I/O pins on the die edge:
Drawn at 2 px/um. Pins as bars across the die edge, other pins in gray.
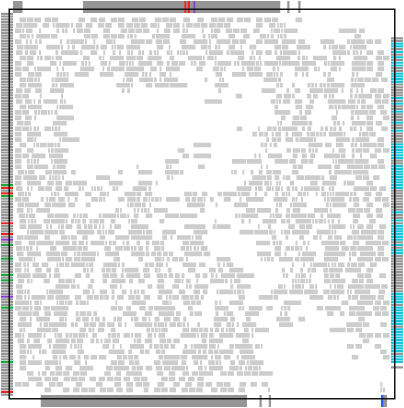
The clock network:
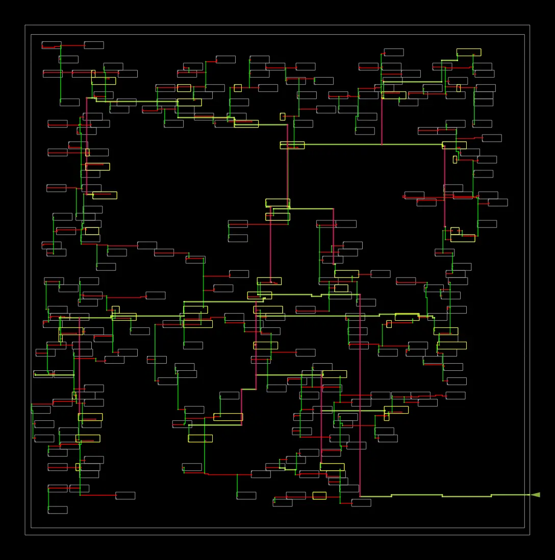
Selected gate families:
Drawn at 2 px/um.
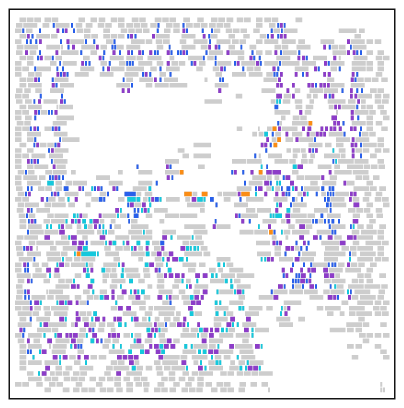
Routed metal, one color a layer:
Drawn at 1.5 px/um. Only two layers are drawn.
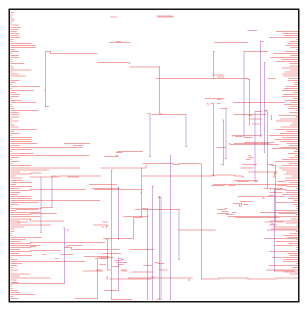
==> config.mk <==
export PLATFORM = sky130hd
export DESIGN_NAME = mem_access_stage
export DESIGN_NICKNAME = d
export VERILOG_FILES = /design/src/rtl/mem_access_stage.sv
export SDC_FILE = /design/constraint.sdc
export NUM_CORES = 1
export LEC_CHECK = 0
export ABC_CLOCK_PERIOD_IN_PS = 2100
export CAP_MARGIN = 10
export CORE_AREA = 2 2 190 192
export DETAILED_ROUTE_END_ITERATION = 6
export DIE_AREA = 0 0 192 194
export PLACE_DENSITY = 0.65
export SLEW_MARGIN = 30
export SYNTH_ARGS = -nofsm -noshare
export SYNTH_HDL_FRONTEND = slang
export SYNTH_SLANG_ARGS = --single-unit
==> constraint.sdc <==
create_clock -name clk -period 2.1 [get_ports clk]
set_input_delay 0.21 -clock clk [delete_from_list [all_inputs] [get_ports clk]]
set_output_delay 0.21 -clock clk [all_outputs]
set_load 0.02 [all_outputs]
==> flow_metrics.tcl <==
# implementation run metrics
set metrics [dict create \
    topCellsByArea "dfxtp_1 (38%), nand2_1 (8.8%), a21oi_1 (7.7%)" \
    cellPowerDensity_mw_per_mm2 728 \
    slew_viol_final 0 \
    async_flop_share 0 \
    grt_pass1_vias 11701 \
    max_stage_delay_ns 0.46 \
    worst_pin_slew_ns 0.858 \
    vias_per_cell 5.20 \
    dp_cells 2231 \
    top_usage_layer "met2" \
    yosysWarnings 0 \
    clock-sinks 220 \
    crit_family "buffers and inverters" \
    cp_common_cell "buf_4" \
    std_cell_rows 69 \
    cts_tree "yes" \
    ys_sh_aoi 0.195 \
    post-synth-top-area-cell "dfxtp_1" \
    worstSetupPathType "reg2reg" \
    dr.first_iter.drc_count 708 \
    nNetsFinal 2012 \
    path_buffers 3 \
    status "completed" \
    edf_count 0 \
    finalCoreUtilization 0.500 \
    synthCells 1387 \
    ctsHtreeMaxLevel 1 \
    synthSimpleGateAreaFrac 0.176 \
    setup_viol 0 \
    most-common-layout-cells "clkdlybuf4s50_1 (482), nand2_1 (269), dfxtp_1 (217)" \
    worst_ep_required_time_ns 2.48 \
    total_power_mw 12.8 \
    yosys_cells 1387 \
    yosys_area_sq_mm 0.0115 \
    xor_share 0 \
    post-cts-setup-buffers 0 \
]
## Picture notes: 'I/O pins on the die edge'
Blue shows `mem_misalign`, pins 1, direction output, edge south. Red shows `opcode_out`, pins 7, direction output, edge 5 west, 2 north. Cyan shows `dc_resp_rdata`, pins 64, direction input, edge east. Green shows `dc_req_strb`, pins 8, direction output, edge west. Purple shows `funct3`, pins 3, direction input, edge 2 west, 1 north.
All pins by edge: 141 west, 121 east, 117 south, 114 north.
input/output buffers: 488
height of the die: 194 um
Die W: 192 um

## Picture notes: 'the clock network'
Worst Skew: 0.0116 ns
Num CTS Buffers: 26
Latency at later pin: 0.53 ns
flop count: 220

## Picture notes: 'selected gate families'
Purple shows aoi and oai cells, cells 355, where widely spread. Blue shows nand cells, cells 286, where widely spread. Orange shows and/or cells, cells 11. Cyan shows nor cells, cells 183.
Comb area share: 0.344
most frequent logic cell in the layout: clkdlybuf4s50_1

## Picture notes: 'routed metal, one color a layer'
Red shows M3, wire length 4250 um. Purple shows M4, wire length 1450 um.
Post-Route WL: 47.8 mm
Avg WL per Cell: 20.9 um
GRT Util Overall: 0.245

-- stage by stage --
step	hold WS (ns)	area [sq um]
after floorplan	0.346	11500
after global placement	0.437	16600
after detailed placement	0.443	16600
after CTS	0.206	17600
after global routing	0.217	17600
final	0.227	17600
-- cells in the mapped netlist (8+ instances only) --
| cell | instances |
|---|---|
| o21ai_1 | 30 |
| o211ai_1 | 9 |
| mux2i_1 | 61 |
| o221a_2 | 8 |
| a22oi_1 | 33 |
| clkbuf_1 | 76 |
| o21ai_0 | 24 |
| nand2_1 | 269 |
| buf_1 | 11 |
| dfxtp_1 | 220 |
| nand3_1 | 8 |
| a211oi_1 | 59 |
| nor3_1 | 19 |
| nor4_1 | 9 |
| mux4_2 | 37 |
| o2bb2ai_1 | 8 |
| nor2b_1 | 21 |
| buf_2 | 25 |
| nor2_1 | 127 |
| a21oi_1 | 176 |
| buf_4 | 70 |
| mux2_2 | 28 |
-- area by class of cell --
class                      count  area, sq um  share of cell area
antenna                        6         15.0            0.000853
clock buffer                  38          757              0.0430
clock inverter                10          159             0.00903
inverter                       4         15.0            0.000853
multi-input combinational    978         6050               0.344
sequential                   220         4410               0.251
tap                          461          577              0.0328
timing repair buffer         569         5620               0.319
-- what timing repair did --
item,CTS,global route
gates resized,6,1
endpoints found under the setup margin,51,6
hold buffers,1,0
hold endpoints to repair,17,0
-- layer usage --
metal,up-vias,wire (um)
met5,-,0
li1,5641,-
met3,72,4250
met1,5596,19100
met2,573,23100
met4,0,1450
-- worst min-delay path: cells and delay by family --
kind | cells | cell delay [ns]
buf+inv | 1 | 0.40
compound gates | 1 | 0.05
simple gates | 1 | 0.05
-- power breakdown --
| part | internal [mW] | switching [mW] | leakage (nW) |
|---|---|---|---|
| clock network | 2.99 | 1.83 | 0.442 |
| logic | 1.59 | 1.81 | 4.18 |
| registers | 4.41 | 0.187 | 1.79 |
-- kinds of logic (layout without fill, tap and decap cells) --
| kind of cell | count (synthesis) | in the layout |
|---|---|---|
| AND/OR/NAND/NOR | 480 | 480 |
| buffers and inverters | 192 | 621 |
| AND-OR/OR-AND | 368 | 368 |
| other | 1 | 10 |
| multiplexers | 126 | 126 |
| flip-flops | 220 | 220 |
Power is estimated from default activity; no workload was simulated.
